Floorplan with the power grid:
Bar = 20 um. Pins as bars on the die edge. Tap cells in grey.
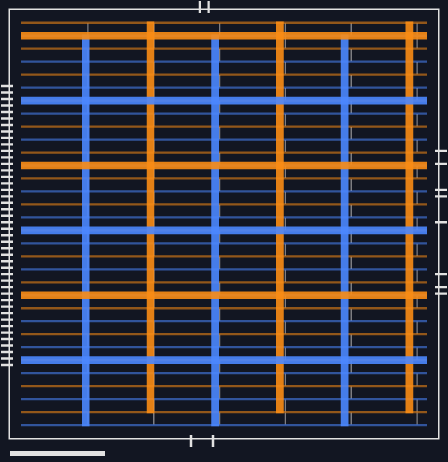
Cell classes on the final placement:
Bar = 20 um.
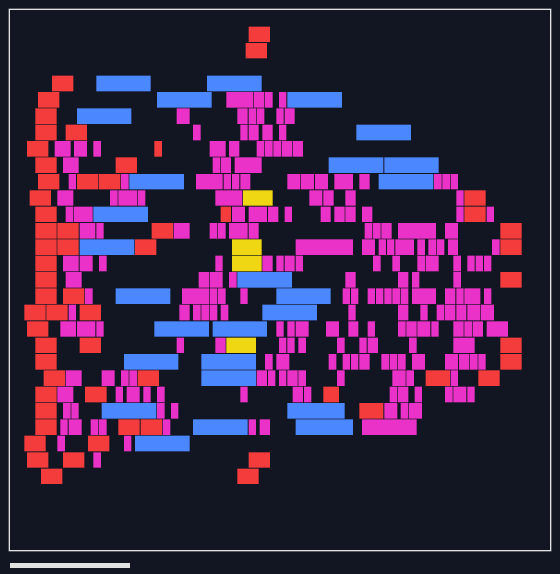
[src/rtl/fifo_read_arbiter_pkg.sv]
// Shared definitions for the FIFO read-side scheduler: FSM encoding and the
// round-robin search used by the channel picker.
package fifo_read_arbiter_pkg;

    // Widest channel count the round-robin helper supports.
    localparam int MAX_CH = 8;
    localparam int RR_W   = 3;

    // State encoding of the read scheduler.
    localparam logic [1:0] ST_IDLE    = 2'd0;
    localparam logic [1:0] ST_ISSUE   = 2'd1;
    localparam logic [1:0] ST_CAPTURE = 2'd2;
    localparam logic [1:0] ST_HOLD    = 2'd3;

    typedef enum logic [1:0] {
        IDLE    = ST_IDLE,
        ISSUE   = ST_ISSUE,
        CAPTURE = ST_CAPTURE,
        HOLD    = ST_HOLD
    } state_t;

    // First set bit of req searching last+1, last+2, ... with wrap at top
    // (top = channel count - 1). The wrap is an explicit compare so that
    // non-power-of-2 channel counts work. Returns last when req is empty;
    // callers qualify the result with |req.
    function automatic logic [RR_W-1:0] next_rr(
        input logic [RR_W-1:0]   last,
        input logic [MAX_CH-1:0] req,
        input logic [RR_W-1:0]   top
    );
        logic [RR_W-1:0] idx;
        logic            hit;
        idx     = last;
        hit     = 1'b0;
        next_rr = last;
        for (int k = 0; k < MAX_CH; k++) begin
            if (k <= int'(top)) begin
                idx = (idx == top) ? '0 : idx + 1'b1;
                if (req[idx] && !hit) begin
                    next_rr = idx;
                    hit     = 1'b1;
                end
            end
        end
    endfunction

endpackage

[src/rtl/fifo_read_arbiter_rr_pick.sv]
// Combinational round-robin priority selector: finds the first requesting
// channel after last_grant. Shared with the write-side scheduler.
module fifo_read_arbiter_rr_pick
    import fifo_read_arbiter_pkg::*;
#(
    parameter int NUM_CH = 4,
    parameter int CH_W   = 2
) (
    input  logic [NUM_CH-1:0] req,
    input  logic [CH_W-1:0]   last_grant,
    output logic              found,
    output logic [CH_W-1:0]   idx
);

    logic [MAX_CH-1:0] req_ext;
    logic [RR_W-1:0]   last_ext;
    logic [RR_W-1:0]   pick;

    // Widen to the helper's fixed width and run the rotated search.
    always_comb begin
        req_ext  = MAX_CH'(req);
        last_ext = RR_W'(last_grant);
        pick     = next_rr(last_ext, req_ext, RR_W'(NUM_CH - 1));
        found    = |req;
        idx      = CH_W'(pick);
    end

endmodule

[src/rtl/fifo_read_arbiter.sv]
// Round-robin read scheduler: shares one valid/ready consumer between
// NUM_CH FIFO read ports, issuing single-cycle read enables, capturing the
// FIFO's registered data one cycle later and bounding each grant to
// BURST_MAX words.
module fifo_read_arbiter
    import fifo_read_arbiter_pkg::*;
#(
    parameter int NUM_CH     = 4,
    parameter int DATA_WIDTH = 8,
    parameter int CH_W       = 2,
    parameter int BURST_MAX  = 4
) (
    input  logic                         clk_read,
    input  logic                         a_Reset,
    input  logic                         arb_en,
    input  logic [NUM_CH-1:0]            ch_empty,
    input  logic [NUM_CH*DATA_WIDTH-1:0] ch_data,
    output logic [NUM_CH-1:0]            ch_rd_en,
    output logic [DATA_WIDTH-1:0]        out_data,
    output logic [CH_W-1:0]              out_ch,
    output logic                         out_valid,
    input  logic                         out_ready,
    output logic                         busy
);

    state_t                  state, state_d;
    logic [CH_W-1:0]         grant, grant_d;
    logic [CH_W-1:0]         last_grant, last_grant_d;
    logic [3:0]              burst_cnt, burst_cnt_d;
    logic [DATA_WIDTH-1:0]   out_data_d;
    logic [CH_W-1:0]         out_ch_d;
    logic                    out_valid_d;
    logic [NUM_CH-1:0]       rd_en_q, rd_en_d;
    logic                    busy_d;

    logic                    pick_found;
    logic [CH_W-1:0]         pick_idx;

    fifo_read_arbiter_rr_pick #(
        .NUM_CH (NUM_CH),
        .CH_W   (CH_W)
    ) u_rr_pick (
        .req        (~ch_empty),
        .last_grant (last_grant),
        .found      (pick_found),
        .idx        (pick_idx)
    );

    // The enable is a registered one-hot pulse for the ISSUE cycle, masked by
    // the live empty flag so an underflow read can never leave the block.
    assign ch_rd_en = rd_en_q & ~ch_empty;

    // Next-state and next-output decode for the four-state read sequence.
    always_comb begin
        // NOTE: every variable gets a default first so no path infers a latch.
        state_d      = state;
        grant_d      = grant;
        last_grant_d = last_grant;
        burst_cnt_d  = burst_cnt;
        out_data_d   = out_data;
        out_ch_d     = out_ch;
        out_valid_d  = out_valid;
        rd_en_d      = '0;

        case (state)
            IDLE: begin
                if (arb_en && pick_found) begin
                    grant_d           = pick_idx;
                    burst_cnt_d       = '0;
                    rd_en_d[pick_idx] = 1'b1;
                    state_d           = ISSUE;
                end
            end
            ISSUE: begin
                // Defensive: the FIFO drained under us, give the grant up.
                if (ch_empty[grant]) begin
                    last_grant_d = grant;
                    state_d      = IDLE;
                end else begin
                    state_d = CAPTURE;
                end
            end
            CAPTURE: begin
                out_data_d  = ch_data[grant*DATA_WIDTH +: DATA_WIDTH];
                out_ch_d    = grant;
                out_valid_d = 1'b1;
                burst_cnt_d = burst_cnt + 4'd1;
                state_d     = HOLD;
            end
            HOLD: begin
                if (out_ready) begin
                    out_valid_d = 1'b0;
                    if (arb_en && (burst_cnt < 4'(BURST_MAX)) && !ch_empty[grant]) begin
                        rd_en_d[grant] = 1'b1;
                        state_d        = ISSUE;
                    end else begin
                        last_grant_d = grant;
                        state_d      = IDLE;
                    end
                end
            end
            default: state_d = IDLE;
        endcase

        busy_d = (state_d != IDLE);
    end

    // State and registered outputs; reset drops any held word immediately.
    always_ff @(posedge clk_read or posedge a_Reset) begin
        if (a_Reset) begin
            state      <= IDLE;
            grant      <= '0;
            last_grant <= CH_W'(NUM_CH - 1);
            burst_cnt  <= '0;
            out_data   <= '0;
            out_ch     <= '0;
            out_valid  <= 1'b0;
            rd_en_q    <= '0;
            busy       <= 1'b0;
        end else begin
            // NOTE: non-blocking so every register samples pre-edge values.
            state      <= state_d;
            grant      <= grant_d;
            last_grant <= last_grant_d;
            burst_cnt  <= burst_cnt_d;
            out_data   <= out_data_d;
            out_ch     <= out_ch_d;
            out_valid  <= out_valid_d;
            rd_en_q    <= rd_en_d;
            busy       <= busy_d;
        end
    end

endmodule

[config.mk]
export PLATFORM = sky130hd
export DESIGN_NAME = fifo_read_arbiter
export DESIGN_NICKNAME = d
export VERILOG_FILES = /design/src/rtl/fifo_read_arbiter_pkg.sv /design/src/rtl/fifo_read_arbiter_rr_pick.sv /design/src/rtl/fifo_read_arbiter.sv
export SDC_FILE = /design/constraint.sdc
export NUM_CORES = 1
export LEC_CHECK = 0
export ABC_AREA = 1
export CORE_MARGIN = 2
export CORE_UTILIZATION = 25
export DETAILED_ROUTE_END_ITERATION = 7
export GPL_TIMING_DRIVEN = 0
export HOLD_SLACK_MARGIN = 0.15
export PLACE_DENSITY = 0.58
export SKIP_CTS_REPAIR_TIMING = 1
export SYNTH_ARGS = -nofsm -noshare
export SYNTH_HDL_FRONTEND = slang
export SYNTH_SLANG_ARGS = --single-unit
[constraint.sdc]
create_clock -name clk_read -period 2.3 [get_ports clk_read]
set_clock_uncertainty 0.1 [all_clocks]
set_input_delay 0.23 -clock clk_read [delete_from_list [all_inputs] [get_ports clk_read]]
set_output_delay 0.23 -clock clk_read [all_outputs]
set_load 0.02 [all_outputs]
==> flow_summary.json <==
{
  "outcome": "finished, final reports clean",
  "die_h_um": 89.72,
  "setup_viol": 0,
  "finalNonFillerCells": 416,
  "yosysTopAreaCell": "dfrtp_1",
  "synth_top_flop_cell": "dfrtp_1",
  "power_frac_seq": 0.227,
  "cts_tree": "built",
  "clock.latency.late_pin_ns": 0.28,
  "top_logic_kind": "simple AND/OR/NAND/NOR gates",
  "leakage_nw": 1.154,
  "dp_cells": 411,
  "top_area_frac": 0.3270,
  "lay_top_cells": "nand2_1 (81), clkdlybuf4s50_1 (55), dfrtp_1 (24)",
  "clock_path_buffers": 2,
  "clk_pin_slew_ns": 0.10,
  "tool_warnings": 29,
  "async_reset_ff_frac": 1.000,
  "gp_congestion": 0.8505,
  "p_per_area_mw_per_mm2": 1323,
  "synth_area_per_cell_sq_um": 7.147,
  "drtIter0Drc": 75,
  "grt-ovfl-total": 0,
  "dpl_worst_slack_ns": -0.1019,
  "drc_errors": 0,
  "period_used_share": 0.9357,
  "grt_start_max_net_pins": 27,
  "fill_cells": 741,
  "edf_count": 0,
  "drt_wl_total_um": 5023
}
Back to the opening pictures, 'floorplan with the power grid':
Orange is VDD. Blue is VSS.
6 straps on met5. The core has 31 rows. 56 signal pins sit on the boundary.

Back to the opening pictures, 'cell classes on the final placement':
Yellow is clock drivers and dummy loads, cells 4, share of their area 2.2%. Magenta is combinational and other logic, cells 227, share of their area 48%. Blue is sequential cells, cells 26, share of their area 26%. Red is remaining buffers and delay cells, cells 60, share of their area 24%.
Seq/total area: 0.2514
fin area: 0.002597 sq mm
utilization after layout: 0.3620

==> state kept, by name, indices dropped and copies added, names as in the netlist <==
| name | count |
|---|---|
| burst_cnt | 4 |
| busy | 1 |
| grant | 2 |
| last_grant | 2 |
| out_ch | 2 |
| out_data | 8 |
| out_valid | 1 |
| rd_en_q | 4 |
| state | 2 |
==> area by class of cell <==
cell class | count | area (sq um) | area share
timing repair buffer | 56 | 558.0 | 0.2148
multi-input combinational | 196 | 1051 | 0.4046
sequential | 26 | 653.1 | 0.2514
inverter | 31 | 125.1 | 0.04817
tap | 99 | 123.9 | 0.04769
buffer | 4 | 31.28 | 0.01204
clock buffer | 4 | 55.05 | 0.02119
==> logic make-up after synthesis <==
kind of cell / Yosys count
flip-flops: 26
XOR/XNOR: 1
AND-OR/OR-AND: 42
buffers and inverters: 35
adder cells (fa/ha/maj): 6
AND/OR/NAND/NOR: 147
==> power groups by stage <==
stage	clock (mW)	combinational, mW	sequential, mW
floorplan	0	1.54	0.876
global placement	0	2.30	0.775
detailed placement	0	2.31	0.779
CTS	0.311	2.32	0.777
global route	0.335	2.66	0.813
finish	0.309	2.35	0.781
==> critical path, delay by kind of cell (launching register included) <==
family | cells | cell delay [ns]
AND-OR/OR-AND | 2 | 0.31
adder cells (fa/ha/maj) | 1 | 0.16
buffers and inverters | 2 | 0.19
flip-flops | 1 | 0.63
AND/OR/NAND/NOR | 9 | 0.69
==> layer usage <==
| metal | vias to the layer above | track usage | wire length, um |
|---|---|---|---|
| li1 | 975 | - | - |
| met1 | 826 | 0.1632 | 2330 |
| met2 | 67 | 0.2153 | 2235 |
| met3 | 5 | 0.03437 | 417 |
| met4 | 0 | 0.02308 | 39 |
| met5 | - | 0 | 0 |
==> synthesized netlist by cell type (3+ instances only) <==
cell,instances
nand3_1,22
ha_1,6
o21ai_1,5
dfrtp_1,24
inv_1,22
nor2_1,16
a31oi_1,3
o21ai_0,9
inv_2,5
nand4_1,6
nand2_1,81
a41oi_1,3
a21oi_1,8
a22oi_1,9
nand2_2,12
clkinv_1,3
==> path summary, 6_finish.rpt <==
path,start,end,slack (ns),cells after the start
setup / recovery,last_grant[0]$_DFFE_PP1P_,rd_en_q[0]$_DFF_PP0_,0.15,14
hold / removal,out_data[0]$_DFFE_PP0P_,out_data[0]$_DFFE_PP0P_,0.39,2
setup reg to reg,last_grant[0]$_DFFE_PP1P_,rd_en_q[0]$_DFF_PP0_,0.15,14
hold reg to reg,out_data[0]$_DFFE_PP0P_,out_data[0]$_DFFE_PP0P_,0.39,2
max in group asynchronous,a_Reset,grant[0]$_DFFE_PP0P_,1.10,2
min in group asynchronous,a_Reset,out_data[6]$_DFFE_PP0P_,0.40,2
No activity file was given, so power comes from the tool's default toggle rates.
